File: config.mk
export PLATFORM = sky130hd
export DESIGN_NAME = uart_receiver
export DESIGN_NICKNAME = d
export VERILOG_FILES = /design/src/rtl/uart_receiver.sv
export SDC_FILE = /design/constraint.sdc
export NUM_CORES = 1
export LEC_CHECK = 0
export CAP_MARGIN = 30
export CORE_ASPECT_RATIO = 0.5
export CORE_MARGIN = 2
export CORE_UTILIZATION = 35
export CTS_BUF_LIST = sky130_fd_sc_hd__clkbuf_2
export CTS_CLUSTER_DIAMETER = 40
export DETAILED_ROUTE_END_ITERATION = 10
export GPL_TIMING_DRIVEN = 0
export PLACE_DENSITY = 0.61
export SYNTH_ARGS = -nofsm -noshare
export SYNTH_HDL_FRONTEND = slang
export SYNTH_SLANG_ARGS = --single-unit
File: constraint.sdc
create_clock -name clk -period 2.6 [get_ports clk]
set_clock_uncertainty 0.1 [all_clocks]
set_input_delay 0.78 -clock clk [delete_from_list [all_inputs] [get_ports clk]]
set_output_delay 0.78 -clock clk [all_outputs]
set_load 0.005 [all_outputs]
File: src/rtl/uart_receiver.sv
// -----------------------------------------------------------------------------
// uart_receiver
//
// Serial-to-parallel UART receive stage. Oversamples the RX pin with the system
// clock, validates the start bit at its midpoint and samples each data bit and
// the stop bit mid-bit. The result is the byte and status bits that the
// UART register block exposes to the CPU through its data and status
// registers.
//
// Parameters:
//   CLKS_PER_BIT  system clocks per serial bit (even, >= 4)
//   DATA_WIDTH    payload bits per frame (>= 2)
//
// Ports:
//   clk               system clock
//   reset             synchronous, active-high reset
//   rx_serial_in      asynchronous serial line, idle high
//   rx_data_read      1-cycle pulse: CPU read the data register
//   rx_error_clear    1-cycle pulse: clear both sticky error flags
//   rx_data           last good received byte
//   rx_data_ready     rx_data holds an unread byte
//   rx_frame_error    sticky: a stop bit was sampled low
//   rx_overrun_error  sticky: a good byte was dropped because ready was set
//   rx_busy           receiver is anywhere but idle
// -----------------------------------------------------------------------------
module uart_receiver #(
  parameter int CLKS_PER_BIT = 16,
  parameter int DATA_WIDTH   = 8
) (
  input  logic                  clk,
  input  logic                  reset,
  input  logic                  rx_serial_in,
  input  logic                  rx_data_read,
  input  logic                  rx_error_clear,
  output logic [DATA_WIDTH-1:0] rx_data,
  output logic                  rx_data_ready,
  output logic                  rx_frame_error,
  output logic                  rx_overrun_error,
  output logic                  rx_busy
);

  localparam int CNT_W = $clog2(CLKS_PER_BIT);
  localparam int BIT_W = (DATA_WIDTH > 1) ? $clog2(DATA_WIDTH) : 1;

  localparam logic [CNT_W-1:0] HALF_LAST = CNT_W'(CLKS_PER_BIT / 2 - 1);
  localparam logic [CNT_W-1:0] FULL_LAST = CNT_W'(CLKS_PER_BIT - 1);
  localparam logic [BIT_W-1:0] BIT_LAST  = BIT_W'(DATA_WIDTH - 1);

  typedef enum logic [1:0] {
    S_UART_RX_IDLE           = 2'd0,
    S_UART_RX_VALIDATE_START = 2'd1,
    S_UART_RX_READ_DATA      = 2'd2,
    S_UART_RX_STOP           = 2'd3
  } uart_fsm_state_t;

  // Registered state
  logic                  r_sync_meta;
  logic                  r_sync;
  uart_fsm_state_t       r_state;
  logic [CNT_W-1:0]      r_cycle_cnt;
  logic [BIT_W-1:0]      r_bit_cnt;
  logic [DATA_WIDTH-1:0] r_shift;
  // Set while parked in STOP after a low stop bit, waiting for the line to
  // return high (break). The stop sample is not taken again in this mode.
  logic                  r_break;

  // Next-state / control from the combinational process
  logic                  w_rxs;
  uart_fsm_state_t       w_state_next;
  logic [CNT_W-1:0]      w_cycle_next;
  logic [BIT_W-1:0]      w_bit_next;
  logic [DATA_WIDTH-1:0] w_shift_next;
  logic                  w_break_next;
  logic                  w_load;
  logic                  w_overrun_set;
  logic                  w_frame_set;

  assign w_rxs   = r_sync;
  assign rx_busy = (r_state != S_UART_RX_IDLE);

  // ---------------------------------------------------------------------------
  // Next-state and control logic
  // ---------------------------------------------------------------------------
  always_comb begin
    // NOTE: every signal gets a default before the case so no path leaves one
    // unassigned; a missing default would infer a latch.
    w_state_next  = r_state;
    w_cycle_next  = r_cycle_cnt;
    w_bit_next    = r_bit_cnt;
    w_shift_next  = r_shift;
    w_break_next  = r_break;
    w_load        = 1'b0;
    w_overrun_set = 1'b0;
    w_frame_set   = 1'b0;

    unique case (r_state)
      S_UART_RX_IDLE: begin
        if (!w_rxs) begin
          w_state_next = S_UART_RX_VALIDATE_START;
          w_cycle_next = '0;
        end
      end

      S_UART_RX_VALIDATE_START: begin
        if (r_cycle_cnt == HALF_LAST) begin
          if (!w_rxs) begin
            w_state_next = S_UART_RX_READ_DATA;
            w_cycle_next = '0;
            w_bit_next   = '0;
          end else begin
            // Start bit did not survive to mid-bit: treat as a glitch.
            w_state_next = S_UART_RX_IDLE;
          end
        end else begin
          w_cycle_next = r_cycle_cnt + 1'b1;
        end
      end

      S_UART_RX_READ_DATA: begin
        if (r_cycle_cnt == FULL_LAST) begin
          // LSB arrives first, so shift right and insert at the MSB.
          w_shift_next = {w_rxs, r_shift[DATA_WIDTH-1:1]};
          w_cycle_next = '0;
          if (r_bit_cnt == BIT_LAST) begin
            w_state_next = S_UART_RX_STOP;
          end else begin
            w_bit_next = r_bit_cnt + 1'b1;
          end
        end else begin
          w_cycle_next = r_cycle_cnt + 1'b1;
        end
      end

      S_UART_RX_STOP: begin
        if (r_break) begin
          if (w_rxs) begin
            w_state_next = S_UART_RX_IDLE;
            w_break_next = 1'b0;
          end
        end else if (r_cycle_cnt == FULL_LAST) begin
          w_cycle_next = '0;
          if (w_rxs) begin
            w_state_next = S_UART_RX_IDLE;
            // A read in the same cycle frees the holding register, so the
            // new byte can replace the old one without an overrun.
            if (!rx_data_ready || rx_data_read) begin
              w_load = 1'b1;
            end else begin
              w_overrun_set = 1'b1;
            end
          end else begin
            w_frame_set  = 1'b1;
            w_break_next = 1'b1;
          end
        end else begin
          w_cycle_next = r_cycle_cnt + 1'b1;
        end
      end

      default: begin
        w_state_next = S_UART_RX_IDLE;
      end
    endcase
  end

  // ---------------------------------------------------------------------------
  // State and output registers
  // ---------------------------------------------------------------------------
  // NOTE: sequential state uses non-blocking assignments so every register
  // samples pre-edge values regardless of statement order.
  always_ff @(posedge clk) begin
    if (reset) begin
      // Synchronizer resets to the idle line level so reset release cannot
      // look like a start edge.
      r_sync_meta      <= 1'b1;
      r_sync           <= 1'b1;
      r_state          <= S_UART_RX_IDLE;
      r_cycle_cnt      <= '0;
      r_bit_cnt        <= '0;
      r_shift          <= '0;
      r_break          <= 1'b0;
      rx_data          <= '0;
      rx_data_ready    <= 1'b0;
      rx_frame_error   <= 1'b0;
      rx_overrun_error <= 1'b0;
    end else begin
      r_sync_meta <= rx_serial_in;
      r_sync      <= r_sync_meta;
      r_state     <= w_state_next;
      r_cycle_cnt <= w_cycle_next;
      r_bit_cnt   <= w_bit_next;
      r_shift     <= w_shift_next;
      r_break     <= w_break_next;

      if (w_load) begin
        rx_data       <= r_shift;
        rx_data_ready <= 1'b1;
      end else if (rx_data_read) begin
        rx_data_ready <= 1'b0;
      end

      // Set has priority over clear for both sticky flags.
      if (w_frame_set) begin
        rx_frame_error <= 1'b1;
      end else if (rx_error_clear) begin
        rx_frame_error <= 1'b0;
      end

      if (w_overrun_set) begin
        rx_overrun_error <= 1'b1;
      end else if (rx_error_clear) begin
        rx_overrun_error <= 1'b0;
      end
    end
  end

endmodule

==> images/clk_routes.png <==
The bar under the picture is 20 um long.
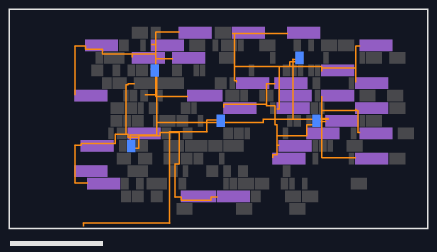
[blue] clock drivers | count: 5
[purple] flip-flops | count: 31
[orange] clock wires | length: 424 um
routed clock nets: 6

==> images/layer_met2.png <==
Cells faint in the background.
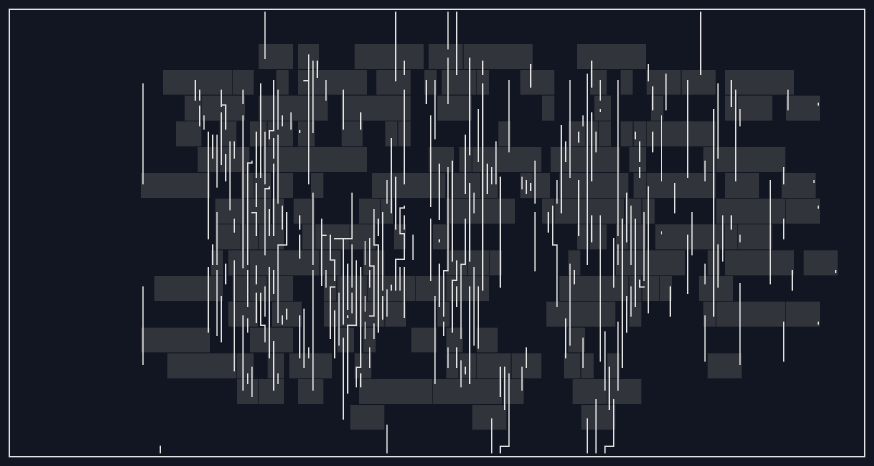
nets with wire on the layer: 146
main direction: vertical
wire length on this layer: 1,190 um
longest straight run: 21.8 um

==> impl_metrics.json <==
{
  "leakagePower_nw": 0.628,
  "clock_power_w": 0.000333,
  "crit_slowest_cell": "clkdlybuf4s50_1",
  "maxCapViolations": 0,
  "routedWlPerCell_um": 12.2,
  "grt_max_degree": 11,
  "switching_share_pct": 22.9,
  "fin_nets": 176,
  "top_regs": "r_shift: 8 flops, rx_data: 8 flops, r_cycle_cnt: 4 flops",
  "common_cells": "dfxtp_1 (31), nand2_1 (21), a21oi_1 (17)",
  "cp.buffers_inverters": 3,
  "drt-initial-drc-count": 34,
  "arrival_ns": 1.61,
  "syn2layout_area_growth_pct": 22.9,
  "inverters": 4,
  "post_cts_resize_count": 0,
  "grt_use_met3_pct": 4.82,
  "seqCellArea_um2": 623,
  "syn_area_per_cell_um2": 8.96,
  "grt_use_total_pct": 13.2,
  "adder_share_pct": 2.89,
  "comb-power_w": 0.0000292,
  "syn_area_um2": 1300,
  "postCtsHoldBufs": 0,
  "power_frac_comb_pct": 3.5,
  "slew_headroom_pct": 68.2,
  "fp.dieH_um": 47.1,
  "worst-setup-path-type": "flip-flop to output port",
  "final_hold_viol_count": 0,
  "drc_errors": 0,
  "xor_share_pct": 0.674,
  "ys_types": 35,
  "setup_tns_ns": 0,
  "cts_inserted_buffers": 5,
  "reg2regPathDepth": 5,
  "final_cell_mix": "dfxtp_1 (29), nand2_1 (21), a21oi_1 (17)",
  "top_area_share_pct": 47.8,
  "route.met2.wl_um": 1190,
  "die_w_um": 90.1,
  "critical_path_depth": 4,
  "logic_family": "simple AND/OR/NAND/NOR gates",
  "grt_first_pass_wirelength_um": 4280,
  "top_area_cell": "dfxtp_1",
  "tightest_slew_ns": 0.477,
  "via_per_inst": 5.05,
  "dr.pass1.iters": 4,
  "design_area_um2": 1600,
  "dp_hpwl_um": 1870,
  "hold_ws_ns": 0.334,
  "seq_power_share_pct": 57.0,
  "synth.yosys.warnings": 0,
  "antenna_found_initial": 0,
  "critPathLaunchType": "flip-flop",
  "numSynthFlops": 31,
  "fmax_mhz": 401,
  "dr_wl_met3_um": 132,
  "cp_slowest_stage_delay_ns": 0.44,
  "gr-max-usage-layer": "met2",
  "synth_cells": 145,
  "num_rows": 15,
  "post-route-period-util_pct": 95.8,
  "crit_family": "buffers and inverters",
  "clock_buffers": 5,
  "path_max_fanout": 10,
  "n_all_buffers": 23,
  "async_reset_ff_share_pct": 0,
  "seq_power_w": 0.000480,
  "reg2reg_from": "r_cycle_cnt[0]",
  "gp_congestion": 0.797,
  "cts_sinks": 31,
  "grt_util_met2_pct": 21.1,
  "biggestCellCategory": "combinational gates",
  "cts_setup_buffers": 0,
  "wl_met1_um": 1300,
  "clockBufferDepth": 2,
  "ys_sh_simple_pct": 25.5,
  "chipArea_um2": 4240,
  "setup-violations-final": 0,
  "rsz0062_at_grt": "false",
  "hold_path_end": "r_sync",
  "edf_count": 0,
  "ys_seq_share_pct": 47.8,
  "reg2reg_to": "r_state[0]",
  "grt_pass1_vias": 919,
  "ys_cells": 145,
  "clock_area_share_pct": 4.00,
  "gr-total-overflow": 0,
  "maxPowerGroup": "registers",
  "dp_cells": 212,
  "peakVddDrop_uv": 192,
  "clkLatencyLatePin_ns": 0.37,
  "p_clk_share_pct": 39.5,
  "floorplan.nets": 153,
  "synth.most_common_cell": "dfxtp_1",
  "ctsRootBufferMaster": "clkbuf_2",
  "worstPathCellList": "clkbuf_4 -> nor2_2 -> inv_1 -> clkdlybuf4s50_1",
  "cts_tree": "done",
  "fill_cells": 365,
  "status": "complete, no violations",
  "ys.flop_type": "dfxtp_1",
  "coreArea_um2": 3490,
  "comb_area_um2": 637,
  "clk_pin_slew_worst_paths_ns": 0.17,
  "cp-end-kind": "output port",
  "switching_power_w": 0.000193,
  "ant_nets": 0,
  "setup_slack_ns": 0.108,
  "synthAoiAreaFrac_pct": 13.6,
  "nWellTaps": 51,
  "drv_slew": 0,
  "placed_area_um2": 1520,
  "whs_path_depth": 1,
  "hold_path_class": "flip-flop to flip-flop",
  "comb_cells": 103,
  "worst-r2r-setup-slack_ns": 0.80,
  "endpoint": "rx_busy",
  "hp-start": "r_sync_meta",
  "htreeDepth": 2,
  "p_int_w": 0.000649,
  "wl_um": 2680,
  "warning_count": 26,
  "portBuffers": 16,
  "place_worst_setup_slack_ns": 0.274,
  "antenna_cells": 0,
  "period_minus_slack_ns": 2.49,
  "flops": 31,
  "grt_use_met1_pct": 16.5,
  "highest_layer": "met4",
  "dr_total_vias": 1110,
  "synthTopCellsByArea": "dfxtp_1 (48%), a21oi_1 (6.6%), mux2i_1 (6.2%)",
  "ioPinCount": 17,
  "sh_seq_area_pct": 39.0,
  "power_w": 0.000842,
  "layout-drive-gt1-share_pct": 10.7,
  "ys_chip_area_um2": 1300,
  "required_ns": 1.72,
  "fp_util_pct": 37.2,
  "post-route-util_pct": 45.7,
  "muxShareOfSynthArea_pct": 6.17,
  "final-nonclk-buf-share_pct": 12.1
}
==> images/logic_types.png <==
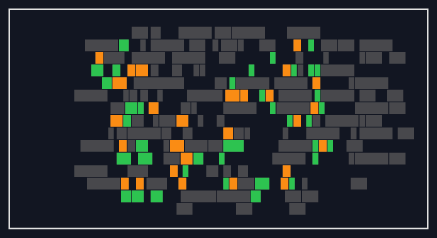
[orange] aoi and oai cells | cells: 27 | most used: a21oi_1
[green] nand cells | cells: 37 | most used: nand2_1
Non-Filler Instances: 220
dominant logic cell type in the layout: dfxtp_1
Comb/total area: 39.9%

==> images/placement_by_type.png <==
The bar under the picture is 20 um long.
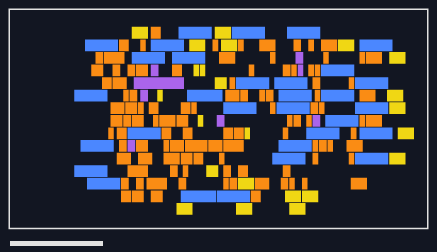
[orange] combinational and other logic | cells: 107 | share of their area: 43%
[purple] clock drivers and dummy loads | cells: 8 | share of their area: 4.2%
[yellow] remaining buffers and delay cells | cells: 23 | share of their area: 13%
[blue] sequential cells | cells: 31 | share of their area: 41%

